File: config.mk
export PLATFORM = sky130hd
export DESIGN_NAME = dcache_controller
export DESIGN_NICKNAME = d
export VERILOG_FILES = /design/src/rtl/dcache_pkg.sv /design/src/rtl/dcache_word_merge.sv /design/src/rtl/dcache_controller.sv
export SDC_FILE = /design/constraint.sdc
export NUM_CORES = 1
export LEC_CHECK = 0
export ABC_AREA = 1
export CORE_AREA = 4 4 473 475
export DETAILED_ROUTE_END_ITERATION = 10
export DIE_AREA = 0 0 477 479
export PLACE_DENSITY = 0.39
export SLEW_MARGIN = 20
export SYNTH_ARGS = -nofsm -noshare
export SYNTH_HDL_FRONTEND = slang
export SYNTH_SLANG_ARGS = --single-unit
export TNS_END_PERCENT = 50
File: constraint.sdc
create_clock -name clk_i -period 2.1 [get_ports clk_i]
set_input_delay 0.21 -clock clk_i [delete_from_list [all_inputs] [get_ports clk_i]]
set_output_delay 0.21 -clock clk_i [all_outputs]
set_load 0.02 [all_outputs]
File: src/rtl/dcache_pkg.sv
// rtl/dcache_pkg.sv - shared geometry, tag-field layout and FSM state type for the dcache controller
package dcache_pkg;

   localparam int TAG_W    = 23;
   localparam int IDX_W    = 4;
   localparam int OFF_W    = 5;
   localparam int LINE_W   = 256;
   localparam int WORD_W   = 32;
   localparam int TAGF_W   = TAG_W + 2;

   // Positions inside the 25-bit SRAM tag field {valid, dirty, tag}
   localparam int VALID_BIT = 24;
   localparam int DIRTY_BIT = 23;

   typedef enum logic [1:0] {
      ST_IDLE,
      ST_WRITEBACK,
      ST_READMISS,
      ST_REFILL
   } state_t;

endpackage

File: src/rtl/dcache_word_merge.sv
// rtl/dcache_word_merge.sv - word select for loads and word replace for stores on a 256-bit line
//
// Ports:
//   line_i     : cache line (word k at bits [32k+31:32k])
//   word_sel_i : word index within the line
//   wdata_i    : store word
//   rdata_o    : selected word of line_i
//   merged_o   : line_i with the selected word replaced by wdata_i
module dcache_word_merge
   import dcache_pkg::*;
(
   input  logic [LINE_W-1:0] line_i,
   input  logic [2:0]        word_sel_i,
   input  logic [WORD_W-1:0] wdata_i,
   output logic [WORD_W-1:0] rdata_o,
   output logic [LINE_W-1:0] merged_o
);

   always_comb begin
      rdata_o  = line_i[{word_sel_i, 5'b0} +: WORD_W];
      merged_o = line_i;
      merged_o[{word_sel_i, 5'b0} +: WORD_W] = wdata_i;
   end

endmodule

File: src/rtl/dcache_controller.sv
// rtl/dcache_controller.sv - write-back 2-way dcache sequencing FSM (hit service, victim write-back, line fill)
//
// Optional feature: define DCACHE_STATS_EN to add access_cnt_o / miss_cnt_o.
//
// Ports:
//   clk_i, rst_i         : clock, asynchronous active-low reset
//   cpu_req_i/we_i       : CPU access request / store select
//   cpu_addr_i/data_i    : byte address (tag [31:9], index [8:5], word [4:2]) / store data
//   cpu_data_o, cpu_stall_o : load data / pipeline freeze
//   mem_enable_o/write_o : one-cycle request pulse / write-back select
//   mem_addr_o/data_o    : line address / write-back line
//   mem_data_i, mem_ack_i: fetched line / completion pulse
//   sram_addr_o/tag_o/data_o/enable_o/write_o : SRAM set index, tag field, line, enable, write strobe
//   sram_tag_i/data_i/hit_i : tag and data of hit way (or LRU victim), hit flag
//   access_cnt_o, miss_cnt_o : completed-access and miss counters (DCACHE_STATS_EN only)
module dcache_controller
   import dcache_pkg::*;
(
   input  logic              clk_i,
   input  logic              rst_i,
   input  logic              cpu_req_i,
   input  logic              cpu_we_i,
   input  logic [31:0]       cpu_addr_i,
   input  logic [WORD_W-1:0] cpu_data_i,
   output logic [WORD_W-1:0] cpu_data_o,
   output logic              cpu_stall_o,
   output logic              mem_enable_o,
   output logic              mem_write_o,
   output logic [31:0]       mem_addr_o,
   output logic [LINE_W-1:0] mem_data_o,
   input  logic [LINE_W-1:0] mem_data_i,
   input  logic              mem_ack_i,
   output logic [IDX_W-1:0]  sram_addr_o,
   output logic [TAGF_W-1:0] sram_tag_o,
   output logic [LINE_W-1:0] sram_data_o,
   output logic              sram_enable_o,
   output logic              sram_write_o,
   input  logic [TAGF_W-1:0] sram_tag_i,
   input  logic [LINE_W-1:0] sram_data_i,
   input  logic              sram_hit_i
`ifdef DCACHE_STATS_EN
   ,
   output logic [31:0]       access_cnt_o,
   output logic [31:0]       miss_cnt_o
`endif
);

   state_t              state;
   logic [TAG_W-1:0]    victim_tag_q;
   logic [LINE_W-1:0]   victim_data_q;
   logic [LINE_W-1:0]   fill_data_q;
   logic [LINE_W-1:0]   merged_line;
   logic [TAG_W-1:0]    req_tag;
   logic [IDX_W-1:0]    req_idx;
   logic                idle_hit;
   logic                idle_miss;
   logic                addr_lsb_unused;

   assign req_tag         = cpu_addr_i[31:9];
   assign req_idx         = cpu_addr_i[8:5];
   assign addr_lsb_unused = ^cpu_addr_i[1:0];

   assign idle_hit  = (state == ST_IDLE) && cpu_req_i && sram_hit_i;
   assign idle_miss = (state == ST_IDLE) && cpu_req_i && !sram_hit_i;

   dcache_word_merge u_word_merge (
      .line_i     (sram_data_i),
      .word_sel_i (cpu_addr_i[4:2]),
      .wdata_i    (cpu_data_i),
      .rdata_o    (cpu_data_o),
      .merged_o   (merged_line)
   );

   always_ff @(posedge clk_i or negedge rst_i) begin
      if (!rst_i) begin
         state         <= ST_IDLE;
         mem_enable_o  <= 1'b0;
         mem_write_o   <= 1'b0;
         victim_tag_q  <= '0;
         victim_data_q <= '0;
         fill_data_q   <= '0;
      end else begin
         mem_enable_o <= 1'b0;
         case (state)
            ST_IDLE: begin
               if (idle_miss) begin
                  // Victim must be captured now: the SRAM outputs are only
                  // valid for it while the missing address is presented.
                  victim_tag_q  <= sram_tag_i[TAG_W-1:0];
                  victim_data_q <= sram_data_i;
                  mem_enable_o  <= 1'b1;
                  if (sram_tag_i[VALID_BIT] && sram_tag_i[DIRTY_BIT]) begin
                     state       <= ST_WRITEBACK;
                     mem_write_o <= 1'b1;
                  end else begin
                     state       <= ST_READMISS;
                     mem_write_o <= 1'b0;
                  end
               end
            end
            ST_WRITEBACK: begin
               if (mem_ack_i) begin
                  state        <= ST_READMISS;
                  mem_enable_o <= 1'b1;
                  mem_write_o  <= 1'b0;
               end
            end
            ST_READMISS: begin
               if (mem_ack_i) begin
                  fill_data_q <= mem_data_i;
                  state       <= ST_REFILL;
               end
            end
            ST_REFILL: state <= ST_IDLE;
            default:   state <= ST_IDLE;
         endcase
      end
   end

   // Victim shares the set of the missing access, so its index is the request index.
   assign mem_addr_o = (state == ST_WRITEBACK) ? {victim_tag_q, req_idx, 5'b0}
                                               : {cpu_addr_i[31:5], 5'b0};
   assign mem_data_o = victim_data_q;

   assign sram_addr_o   = req_idx;
   assign sram_enable_o = cpu_req_i;
   assign sram_write_o  = rst_i && ((idle_hit && cpu_we_i) || (state == ST_REFILL));
   assign sram_tag_o    = (state == ST_REFILL) ? {1'b1, 1'b0, req_tag} : {1'b1, 1'b1, req_tag};
   assign sram_data_o   = (state == ST_REFILL) ? fill_data_q : merged_line;

   assign cpu_stall_o = (state != ST_IDLE) || (cpu_req_i && !sram_hit_i);

`ifdef DCACHE_STATS_EN
   always_ff @(posedge clk_i or negedge rst_i) begin
      if (!rst_i) begin
         access_cnt_o <= '0;
         miss_cnt_o   <= '0;
      end else begin
         if (idle_hit)  access_cnt_o <= access_cnt_o + 32'd1;
         if (idle_miss) miss_cnt_o   <= miss_cnt_o + 32'd1;
      end
   end
`endif

endmodule

### Clock nets, run 1

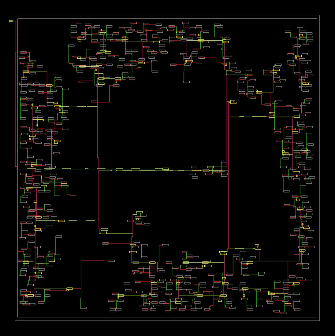
Flops: 539
Clock net power: 0.0137 W
Clock Buffer Count: 112
CTS sink cnt: 539

### Sequential cells coloured by netlist name, run 1

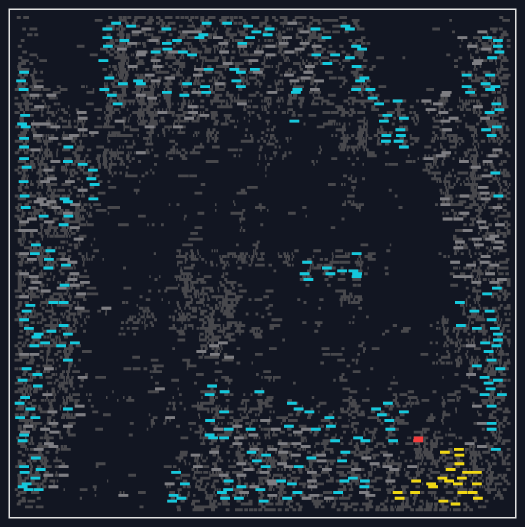
- victim_tag_q: yellow (sequential cells 23; where lower right)
- state: red (sequential cells 2)
- fill_data_q: cyan (sequential cells 256; where all over the die)
Final Util: 27.2%
Power Sequential: 0.0194 W
Storage cell area: 13500 um2
flop share of the area: 22.6%

### Layout detail, run 1

Window x 94 to 144, y 334 to 384 um. Cells in grey, sequential cells in the stronger grey; small squares are vias.
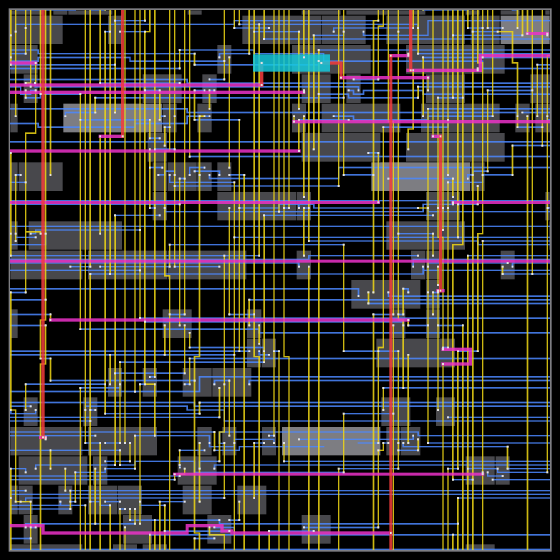
- metal 4: red
- metal 1: blue
- metal 3: magenta
- metal 2: yellow
- metal 5: cyan
- most frequent: nand2_1 (41), buf_12 (14), buf_4 (9)
- sequential cells in the window: 4
- netlist names of flops here include: mem_data_o (4)
- cells with their middle in the window: 91

==> Slide: Implementation Results, run 1 <==
Physical Implementation Snapshot

Routing
  • Drt drc: 0
  • DR top layer: met5

Synthesis
  • Yosys top cell area share: 44.6%
  • Mapped Cells: 3928
  • Ys cells: 3928

Outcome
  • Failing checks: negative setup slack
  • Outcome: finished, violations left

GRT
  • Initial antenna violation count: 78

Timing
  • Setup ws final: -0.505 ns
  • Final setup fails: 458

Clock network
  • TritonCTS clock tree: yes

Finish
  • Dominant kind of cell: buffers
  • Fin cells: 8513

Floorplan
  • Die height: 479 um

Min path
  • Worst hold path depth: 2

Place
  • GPL Wtd Cong: 0.899

Flow run
  • Max_cap viols: 0

Critical path
  • Worst-case reg-to-reg path depth: 8
  • CP max FO: 8

Power
  • Max power group: combinational cells
==> inputs of run 2 (changes only) <==
- HOLD_SLACK_MARGIN: unset -> 0.08
### Layout detail, run 2

Window x 94 to 144, y 334 to 384 um. Cells in grey, sequential cells in the stronger grey; small squares are vias.
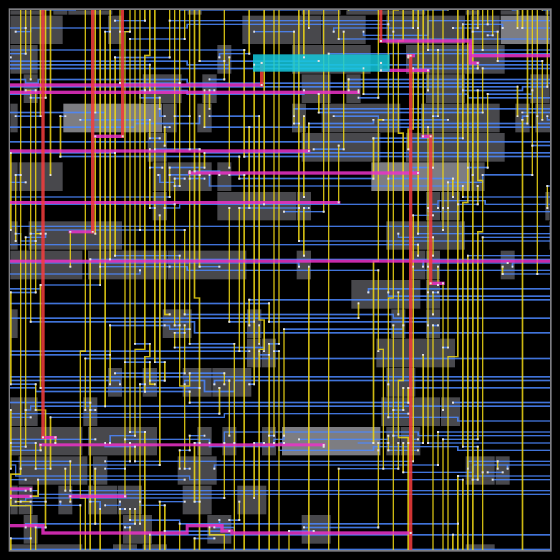
- metal 2: yellow
- metal 4: red
- metal 5: cyan
- metal 1: blue
- metal 3: magenta
- cells with their middle in the window: 92
- netlist names of flops here include: mem_data_o (4)
- most frequent: nand2_1 (41), buf_12 (14), buf_4 (9)
- sequential cells in the window: 4

==> Slide: Implementation Results, run 2 <==
Physical Implementation Snapshot

Clock network
  • CTS sink cnt: 539
  • # hold bufs at CTS: 255
  • TritonCTS clock tree: yes

Timing
  • Final setup fails: 422
  • Setup ws final: -0.517 ns
  • Final hold viol count: 0

Synthesis
  • Ys cells: 3928
  • Yosys top cell area share: 44.6%
  • Mapped Cells: 3928
  • Post-Synth Simple-Gate Area: 27.3%

Finish
  • Fin cells: 8790
  • Flops: 539
  • Clock Buffer Count: 112
  • Logic area: 18000 um2
  • Final Util: 29.2%
  • Storage cell area: 13500 um2
  • Dominant kind of cell: buffers
  • Combinational share of cell area: 28.1%
  • Clk tree area frac: 4.04%
  • Flop share of the area: 21.0%

Critical path
  • Number of cells on the critical path: 9
  • Crit path DRT: 1.89 ns
  • CP max FO: 7
  • Worst-case reg-to-reg path depth: 8
  • CP Capture Point: sram_data_o[213]
  • RR Startpoint: state[0]

Flow run
  • Max_cap viols: 0
  • Tool warnings: 39

Place
  • GPL Wtd Cong: 0.899
  • Hpwl dp: 245 mm
  • # placed instances: 8259

Min path
  • Hold Path Class: primary input to register
  • Worst hold path depth: 2
  • Min-Delay Endpoint: fill_data_q[34]

Outcome
  • Outcome: finished, violations left
  • Failing checks: negative setup slack

Floorplan
  • Die height: 479 um
  • Row Count: 172

GRT
  • Initial antenna violation count: 72
  • Vias in the first global route: 38100
  • Met3 Usage GRT: 6.82%

Routing
  • DR top layer: met5
  • Drt drc: 0

Power
  • Clock net power: 0.0137 W
  • Max power group: combinational cells
  • Seq pwr share: 22.1%
  • Power Sequential: 0.0194 W
Power figures rest on the tool's default switching activity, not on a simulated workload.
